**config.mk**
```make
export PLATFORM = sky130hd
export DESIGN_NAME = html_char_fetcher
export DESIGN_NICKNAME = d
export VERILOG_FILES = /design/src/rtl/html_char_fetcher.sv
export SDC_FILE = /design/constraint.sdc
export NUM_CORES = 1
export LEC_CHECK = 0
export CORE_UTILIZATION = 35
export CTS_CLUSTER_DIAMETER = 150
export DETAILED_ROUTE_END_ITERATION = 8
export PLACE_DENSITY_LB_ADDON = 0.25
export SYNTH_ARGS = -nofsm -noshare
export SYNTH_HDL_FRONTEND = slang
export SYNTH_SLANG_ARGS = --single-unit
```
**constraint.sdc**
```tcl
create_clock -name clock -period 3.1 [get_ports clock]
set_clock_uncertainty 0.05 [all_clocks]
set_input_delay 0.31 -clock clock [delete_from_list [all_inputs] [get_ports clock]]
set_output_delay 0.31 -clock clock [all_outputs]
set_load 0.05 [all_outputs]
```
**src/rtl/html_char_fetcher.sv**
```systemverilog
// Character fetch stage for the HTML parser: reads a byte-wide document memory,
// collapses whitespace runs to a single space, drops leading whitespace and
// presents one character at a time with a valid/next handshake.
module html_char_fetcher #(
  parameter int unsigned ADDR_WIDTH = 12,
  parameter int unsigned LAST_ADDR  = 4095
) (
  input  logic                  clock,
  input  logic                  enable,
  input  logic                  start,
  input  logic                  next,
  input  logic [7:0]            mem_data,
  output logic [ADDR_WIDTH-1:0] mem_addr,
  output logic [7:0]            char,
  output logic                  char_valid,
  output logic                  eof,
  output logic                  busy
);

  typedef enum logic [2:0] {
    StIdle,
    StRead,
    StEval,
    StPresent,
    StDone
  } state_e;

  localparam logic [ADDR_WIDTH-1:0] LastAddr = ADDR_WIDTH'(LAST_ADDR);
  localparam logic [ADDR_WIDTH-1:0] AddrOne  = ADDR_WIDTH'(1);

  state_e                state_q, state_d;
  logic [ADDR_WIDTH-1:0] mem_addr_q, mem_addr_d;
  logic [7:0]            char_q, char_d;
  logic                  char_valid_q, char_valid_d;
  logic                  eof_q, eof_d;
  // Set when the previous emitted char was whitespace (or at pass start),
  // so further whitespace is skipped.
  logic                  prev_ws_q, prev_ws_d;

  logic is_ws;
  logic at_last;

  // Byte classification and end-of-range detect.
  always_comb begin
    is_ws   = (mem_data == 8'h20) || (mem_data == 8'h09) ||
              (mem_data == 8'h0A) || (mem_data == 8'h0D);
    at_last = (mem_addr_q == LastAddr);
  end

  // Next-state and datapath updates for the fetch FSM.
  always_comb begin
    state_d      = state_q;
    mem_addr_d   = mem_addr_q;
    char_d       = char_q;
    char_valid_d = char_valid_q;
    eof_d        = eof_q;
    prev_ws_d    = prev_ws_q;

    unique case (state_q)
      StIdle, StDone: begin
        if (start) begin
          mem_addr_d   = '0;
          prev_ws_d    = 1'b1;
          eof_d        = 1'b0;
          char_valid_d = 1'b0;
          state_d      = StRead;
        end
      end
      // Memory samples mem_addr at the edge leaving this state.
      StRead: begin
        state_d = StEval;
      end
      StEval: begin
        if (mem_data == 8'h00) begin
          eof_d   = 1'b1;
          state_d = StDone;
        end else if (is_ws && prev_ws_q) begin
          if (at_last) begin
            eof_d   = 1'b1;
            state_d = StDone;
          end else begin
            mem_addr_d = mem_addr_q + AddrOne;
            state_d    = StRead;
          end
        end else begin
          char_d       = is_ws ? 8'h20 : mem_data;
          prev_ws_d    = is_ws;
          char_valid_d = 1'b1;
          state_d      = StPresent;
        end
      end
      StPresent: begin
        if (next) begin
          char_valid_d = 1'b0;
          if (at_last) begin
            eof_d   = 1'b1;
            state_d = StDone;
          end else begin
            mem_addr_d = mem_addr_q + AddrOne;
            state_d    = StRead;
          end
        end
      end
      default: begin
        state_d = StIdle;
      end
    endcase
  end

  // State register with synchronous active-low reset.
  always_ff @(posedge clock) begin
    if (!enable) begin
      state_q      <= StIdle;
      mem_addr_q   <= '0;
      char_q       <= 8'h00;
      char_valid_q <= 1'b0;
      eof_q        <= 1'b0;
      prev_ws_q    <= 1'b1;
    end else begin
      state_q      <= state_d;
      mem_addr_q   <= mem_addr_d;
      char_q       <= char_d;
      char_valid_q <= char_valid_d;
      eof_q        <= eof_d;
      prev_ws_q    <= prev_ws_d;
    end
  end

  // Registered outputs; busy decoded from state.
  always_comb begin
    mem_addr   = mem_addr_q;
    char       = char_q;
    char_valid = char_valid_q;
    eof        = eof_q;
    busy       = (state_q == StRead) || (state_q == StEval) || (state_q == StPresent);
  end

endmodule
```
==> summary.txt <==
Results of the run.

The run finished with clean final reports. The number of failing setup endpoints in the final timing report is 0. The post-detailed-route DRC marker count is 0.

In this run, CTS created clock tree buffers numbering 3. The die span in x is 69.25 um. Yosys stat counts 195 cells in the synthesized netlist. The synthesized design contains 0 enable-type register cells. The post-cts gate resize count is 0. The leakage component of the power is 0.6897 nW. Looking at the VDD voltage map, the peak drop is 0.1651 mV. The placed instances occupy a cell area of 0.001968 mm2.

The number of buffers inserted by hold repair at cts is 0. The ratio of cells with drive above 1 in the final layout is 6.987%. The count of state elements after synthesis is 26. The detailed-route via count is 1500. The global route stage reports its total congestion overflow as 0.

At floorplan, the net count of the design was reported as 208. The deepest clock path buffer count is 2. The highest fanout seen on the critical path is 8. The time the final worst path needs with I/O delays and setup is 2.337 ns. The number of antenna violations at the first check in global routing is 0. Timing would allow up to 427.8 MHz. The accumulated negative setup slack is 0 ns. The number of buffer and inverter stages on the critical path is 1.

RePlAce ended its routability-driven mode at a weighted congestion of 0.8263. STA reports a reg2reg setup slack of 0.81 ns. The capturing point of the worst reg2reg path is char[7]. OpenSTA lists the critical path startpoint as mem_data[3]. Hold-check failures listed in the final report amount to 0. The kind of end point of the critical path is a flip-flop. The global-route wire length before repair is 6.527 mm. The yosys synthesis chip area is 0.001583 mm2.

The startpoint of the lowest-slack register-to-register path is state_q[1]. For reference, the final report shows the max-slew violation count at 0. Among all flip-flop cells after synthesis, the most frequent one is dfxtp_1. The total number of H-tree levels is 1. The kind of cell with the highest combined delay along the critical path is AND-OR/OR-AND gates. The headroom to the max-slew limit is 48.81%. In this run the layout overhead on the synthesized area is reported as 27.83%. The critical path class is input pin to flip-flop.

The worst min-delay path class is flip-flop to flip-flop. Note, the detailed placer reported a final HPWL of 2.800 mm. The critical-path cell with the highest stage delay is clkdlybuf4s50_1. Clock-pin slew was measured on the worst setup and hold paths at 0.09 ns. The first routing iteration left 71 violations. The maximum number of pins on one net before global-route repair is 23. The final layout net count is 243. The tree built by TritonCTS fans out to 26 sinks. Total global-route track usage over all layers is 16.26%.
==> flip-flops by register name (all words and copies together), names as in the netlist <==
name and count:
mem_addr 12, state_q 3, char 8, eof 1
prev_ws_q 1, char_valid 1
==> cell usage in the layout (no fill, tap or decap), types with 3 or more instances in the layout <==
master / n
and2_1: 4
clkbuf_8: 4
dfxtp_1: 26
buf_4: 5
clkdlybuf4s50_1: 34
o21a_1: 6
nand4_1: 7
nand2b_1: 12
nor3_1: 4
nor2b_1: 3
o21ai_0: 8
nand2_1: 34
a21oi_1: 6
mux2i_1: 18
nand3_1: 14
nor2_1: 11
==> tightest hold or removal path, stage by stage (launching register included) <==
cell	delay [ns]
dfxtp_1	0.32
nand2_1	0.05
mux2i_1	0.05
==> cells in the mapped netlist (2+ instances only) <==
| cell | count | area (um2) |
|---|---|---|
| nand2b_1 | 12 | 75.07 |
| o211a_1 | 2 | 20.02 |
| nor2b_1 | 3 | 18.77 |
| nand4_1 | 7 | 43.79 |
| o21a_1 | 6 | 45.04 |
| clkbuf_1 | 3 | 11.26 |
| nor2_1 | 11 | 41.29 |
| and2_1 | 4 | 25.02 |
| nor3_1 | 4 | 20.02 |
| buf_2 | 4 | 20.02 |
| a21oi_1 | 6 | 30.03 |
| dfxtp_1 | 26 | 520.5 |
| nand3_1 | 14 | 70.07 |
| inv_1 | 2 | 7.510 |
| mux2i_1 | 18 | 180.2 |
| and4b_1 | 2 | 20.02 |
| o21ai_0 | 8 | 40.04 |
| nand2_1 | 34 | 127.6 |
| o22ai_1 | 2 | 12.51 |
==> layer usage <==
metal,global-route usage [%],part of all wire [%],wire length [um]
met3,1.890,2.3,89
met5,0,0,0
met2,24.49,44,1672
met1,24.21,53,2006
met4,4.762,1.2,44
==> through the flow <==
step	instances	setup slack, ns	util (%)	hold slack [ns]	power, mW
after floorplan	195	0.7208	-	0.4023	0.4696
after global placement	277	0.5995	45.20	0.3941	0.5271
after detailed placement	277	0.5211	45.20	0.3998	0.5279
after CTS	281	0.7898	46.47	0.4138	0.7529
after global routing	281	0.5990	46.47	0.4257	0.7784
final	281	0.7625	46.47	0.4097	0.7431
==> worst min-delay path by stage <==
stage / end / slack (ns) / cells past startpoint
after detailed placement: char[0] / 0.40 / 2
after floorplan: char[4] / 0.40 / 2
final: char[0] / 0.41 / 2
after global routing: char[6] / 0.43 / 2
after CTS: char[0] / 0.41 / 2
after global placement: char[7] / 0.39 / 2
==> cells by family (layout without fill, tap and decap cells) <==
family	count (synthesis)	in the layout	synth area share (%)
flops	26	26	32.89
mux	19	19	12.09
buf+inv	11	45	4.111
simple gates	102	102	34.07
compound gates	36	36	16.05
fa+ha+maj	1	1	0.7904
==> where the power goes <==
group	internal, mW	switching, mW
logic	0.0664	0.0961
clock network	0.114	0.110
registers	0.346	0.0111
==> cell type report <==
cell class | instances | area [um2]
Clock buffer | 4 | 55.05
Fill cell | 431 | 2331
Tap cell | 52 | 65.06
Timing Repair Buffer | 39 | 377.9
Inverter | 2 | 7.507
Sequential cell | 26 | 520.5
Multi-Input combinational cell | 158 | 997.2
Figure 1. Sequential cells grouped by signal name.
(6 px per um) Other sequential cells in the stronger grey, the rest of the logic in the fainter grey.
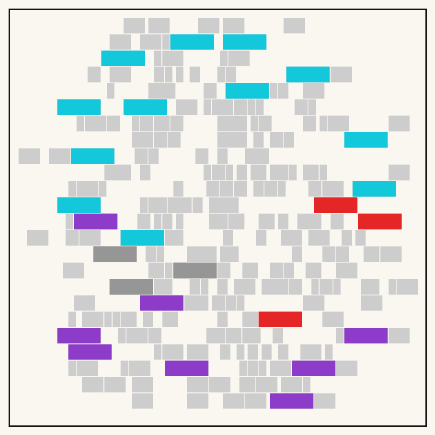
red -> `state_q`  # sequential cells 3
purple -> `char`  # sequential cells 8
cyan -> `mem_addr`  # sequential cells 12
power of the sequential group: 0.357 mW
share of cell area taken by flip-flops and latches: 25.73%
final core utilization: 46.47%
Storage cell area: 520.5 um2

Figure 2. Wires at chosen ports, followed through buffers.
(6 px per um)
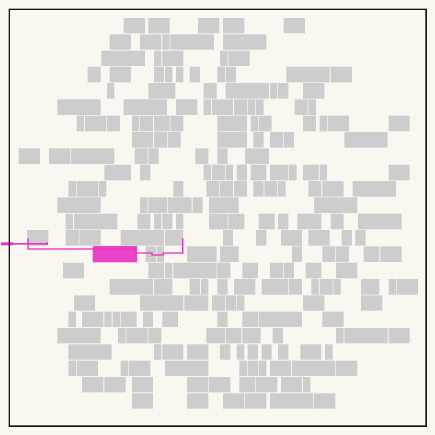
magenta -> `eof`  # bits 1, direction output, end cells 1, wire 37.1 um
number of primary I/O pins: 35
number of port buffers: 34

Figure 3. Cell density map.
(4 px per um) 7 x 7 tiles, from dark purple (low) to yellow (high), 0 to 100% covered.
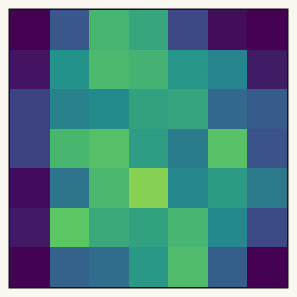
emptiest ninth of the die = upper right
tiles over 75% full = 2.0%
mean over tiles = 41%
fullest tile = 81%
starting utilization of the core area: 36.35%
placeable core area: 0.004354 mm2

Power figures rest on the tool's default switching activity, not on a simulated workload.
